==> config.mk <==
export PLATFORM = sky130hd
export DESIGN_NAME = uart_tx_fifo
export DESIGN_NICKNAME = d
export VERILOG_FILES = /design/src/rtl/uart_tx_fifo.sv
export SDC_FILE = /design/constraint.sdc
export NUM_CORES = 1
export LEC_CHECK = 0
export CAP_MARGIN = 20
export CORE_UTILIZATION = 55
export CTS_CLUSTER_DIAMETER = 60
export DETAILED_ROUTE_END_ITERATION = 8
export PLACE_DENSITY = 0.72
export SKIP_LAST_GASP = 1
export SLEW_MARGIN = 20
export SYNTH_ARGS = -nofsm -noshare
export SYNTH_HDL_FRONTEND = slang
export SYNTH_SLANG_ARGS = --single-unit
==> constraint.sdc <==
create_clock -name clk_i -period 2.96 [get_ports clk_i]
set_input_delay 0.296 -clock clk_i [delete_from_list [all_inputs] [get_ports clk_i]]
set_output_delay 0.296 -clock clk_i [all_outputs]
set_load 0.1 [all_outputs]
==> images/floorplan.png <==
Scale bar: 20 um. Pins as bars on the die edge.
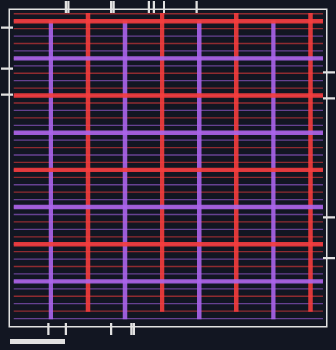
- red: VDD
- purple: VSS
- met1 rails: 42
- met5 straps: 8
- signal pins: 20
- met4 straps: 8
Die Y: 116 um
horizontal die size: 116 um
core region area: 12600 sq um
Max rail drop VDD: 0.474 mV

==> images/class_map.png <==
Fill, decap, tap and diode cells in gray.
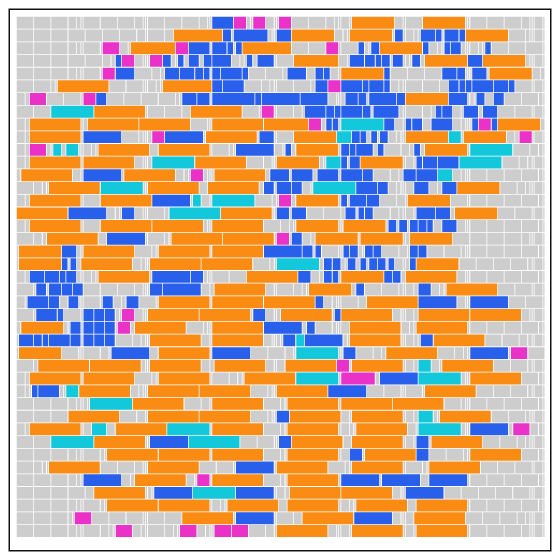
- orange: registers (cells 169)
- cyan: clock drivers and dummy loads (cells 31)
- magenta: remaining buffers and delay cells (cells 33)
- blue: remaining logic cells (cells 245)
floorplan row count: 41
utilization after layout: 64.5%
post-route cell area: 8150 sq um
Seq/total area: 60.0%

==> images/clock_wires.png <==
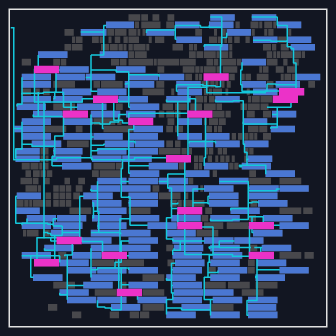
- magenta: clock-net drivers (count 17)
- cyan: clock wires (length 1790 um)
- blue: flip-flops (count 169)
- routed clock nets: 18
clk ins delay skew pair: 420 ps
proportion of power drawn by the clock network: 37.4%
power dissipated in the clock network: 2.15 mW
clock skew after layout: 12.0 ps

==> images/layers.png <==
Scale bar: 20 um. Only two layers are drawn.
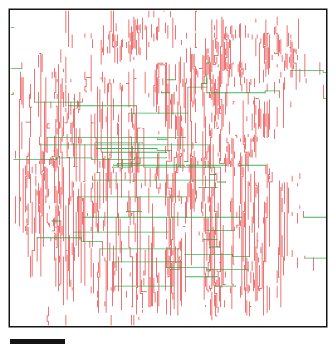
- red: M2 (wire length 6690 um)
- green: M3 (wire length 880 um)
detailed-route via count: 3713
global routing usage summed across all routing layers: 22.7%
detailed-route wire length: 13600 um
wire length per cell: 21.0 um

==> images/clock_nets.png <==
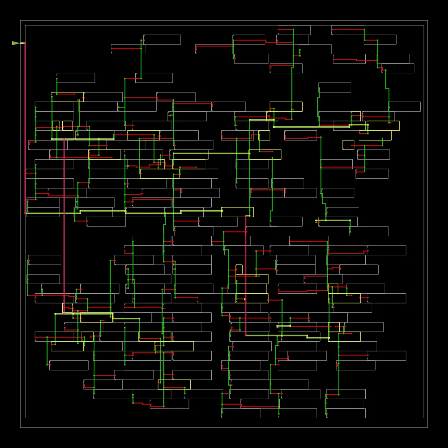
layout sequential cell count: 169
number of clock buffers in the layout: 17
number of buffers added by the clock tree synthesis step: 17
clock sink total: 169

==> summary.json <==
{
  "endpoint_kind": {"value": "flop"},
  "route.detailed.drc": {"value": 0},
  "leftover_overflow_at_the_end_of_global_routing": {"value": 0},
  "aoi_share": {"value": 6.15, "unit": "%"},
  "drv.max_cap_violation_count": {"value": 0},
  "synthFlopType": {"value": "edfxtp_1"},
  "ys_cells": {"value": 432},
  "max_reg_flops": {"value": 128},
  "met2_usage": {"value": 35.0, "unit": "%"},
  "number_of_nets_with_antenna_violations_after_detailed_routing": {"value": 0},
  "initCoreUtil": {"value": 56.3, "unit": "%"},
  "place.detailed.hpwl": {"value": 8730, "unit": "um"},
  "report.final.slew_viol_count": {"value": 0},
  "clock_tree.buffer_depth": {"value": 2},
  "area_leaders": {"value": "edfxtp_1 (54%), dfrtp_1 (14%), mux4_2 (10%), ha_1 (3.2%), a21oi_1 (1.8%)"},
  "io_pins": {"value": 20},
  "synth.most_common_cell": {"value": "edfxtp_1"},
  "outcome": {"value": "finished clean"},
  "num-nets-final": {"value": 496},
  "yosysSeqAreaShare": {"value": 68.6, "unit": "%"},
  "yosys.stat.chipArea": {"value": 7100, "unit": "sq um"},
  "post_route_cells_drive_above_1_share": {"value": 22.4, "unit": "%"},
  "top_cells_by_count": {"value": "edfxtp_1 (128), dfrtp_1 (40), mux4_2 (32)"},
  "grt_util_met3": {"value": 5.60, "unit": "%"},
  "rsz0062_at_grt": {"value": "no"},
  "sequential_cell_area": {"value": 4880, "unit": "sq um"},
  "synth_async_sr_flop_share": {"value": 24.3, "unit": "%"},
  "grt_start_max_net_pins": {"value": 42},
  "post_synth_mux_area_share": {"value": 10.6, "unit": "%"},
  "arrival": {"value": 3140, "unit": "ps"}
}
-- cell usage in the layout, fill, tap and decap left out, types with 4 or more instances in the layout --
cell type / n
a21oi_1: 25
a22o_1: 5
a22oi_1: 17
and2_1: 20
buf_4: 22
clkbuf_16: 17
clkdlybuf4s50_1: 10
clkinvlp_4: 4
dfrtp_1: 35
edfxtp_1: 128
ha_1: 17
inv_1: 14
mux4_2: 32
nand2_1: 14
nand3_1: 5
nand4_1: 5
nor2_1: 23
o21ai_0: 9
xnor2_1: 11
xor2_1: 8
-- cell families (layout without fill, tap and decap cells) --
kind of cell / after synthesis / count (layout)
buffers and inverters: 34 / 80
adders and majority gates: 19 / 19
muxes: 35 / 35
and+or+nand+nor: 88 / 88
xor gates and xnor gates: 19 / 19
AOI/OAI and AO/OA: 68 / 68
DFF: 169 / 169
-- worst register-to-register path, stage by stage (launching register included) --
cell	delay (ps)
dfrtp_4	510
or4_4	560
nor2_4	130
nor3_4	60
inv_2	60
ha_4	140
inv_2	60
ha_1	280
nor2b_1	130
o21a_1	170
or3_1	320
a21oi_2	140
xor2_1	150
-- layer usage --
layer	vias to the layer above	share of wire, %
met1	1872	43
met2	98	49
met3	18	6.4
met4	0	1.8
li1	1725	-
met5	-	0
-- metrics by stage --
step	worst slack (ps)	total power, mW	instance area (sq um)
2_1_floorplan	-8.09	3.42	7150
3_3_place_gp	176	3.61	7560
3_5_place_dp	150	3.64	7560
4_1_cts	122	5.77	8140
5_1_grt	9.57	5.93	8150
6_report	173	5.74	8150
-- what timing repair did --
item | in CTS | in global routing
endpoints found under the setup margin | 0 | 1
hold buffers | 0 | 0
resized | 0 | 2
buffers inserted | 0 | 0
-- area by class of cell --
class / count / share of cell area (%)
Timing Repair Buffer: 33 / 3.50
Multi-Input combinational cell: 229 / 26.1
Inverter: 16 / 0.737
Clock buffer: 17 / 5.22
Tap cell: 172 / 2.64
Sequential cell: 169 / 60.0
Clock inverter: 14 / 1.83
-- where the power goes --
part           switching, mW  internal, mW  total [mW]
Combinational          0.556         0.253       0.809
Sequential            0.0932          2.69        2.78
Clock                  0.906          1.24        2.15
Power figures rest on the tool's default switching activity, not on a simulated workload.
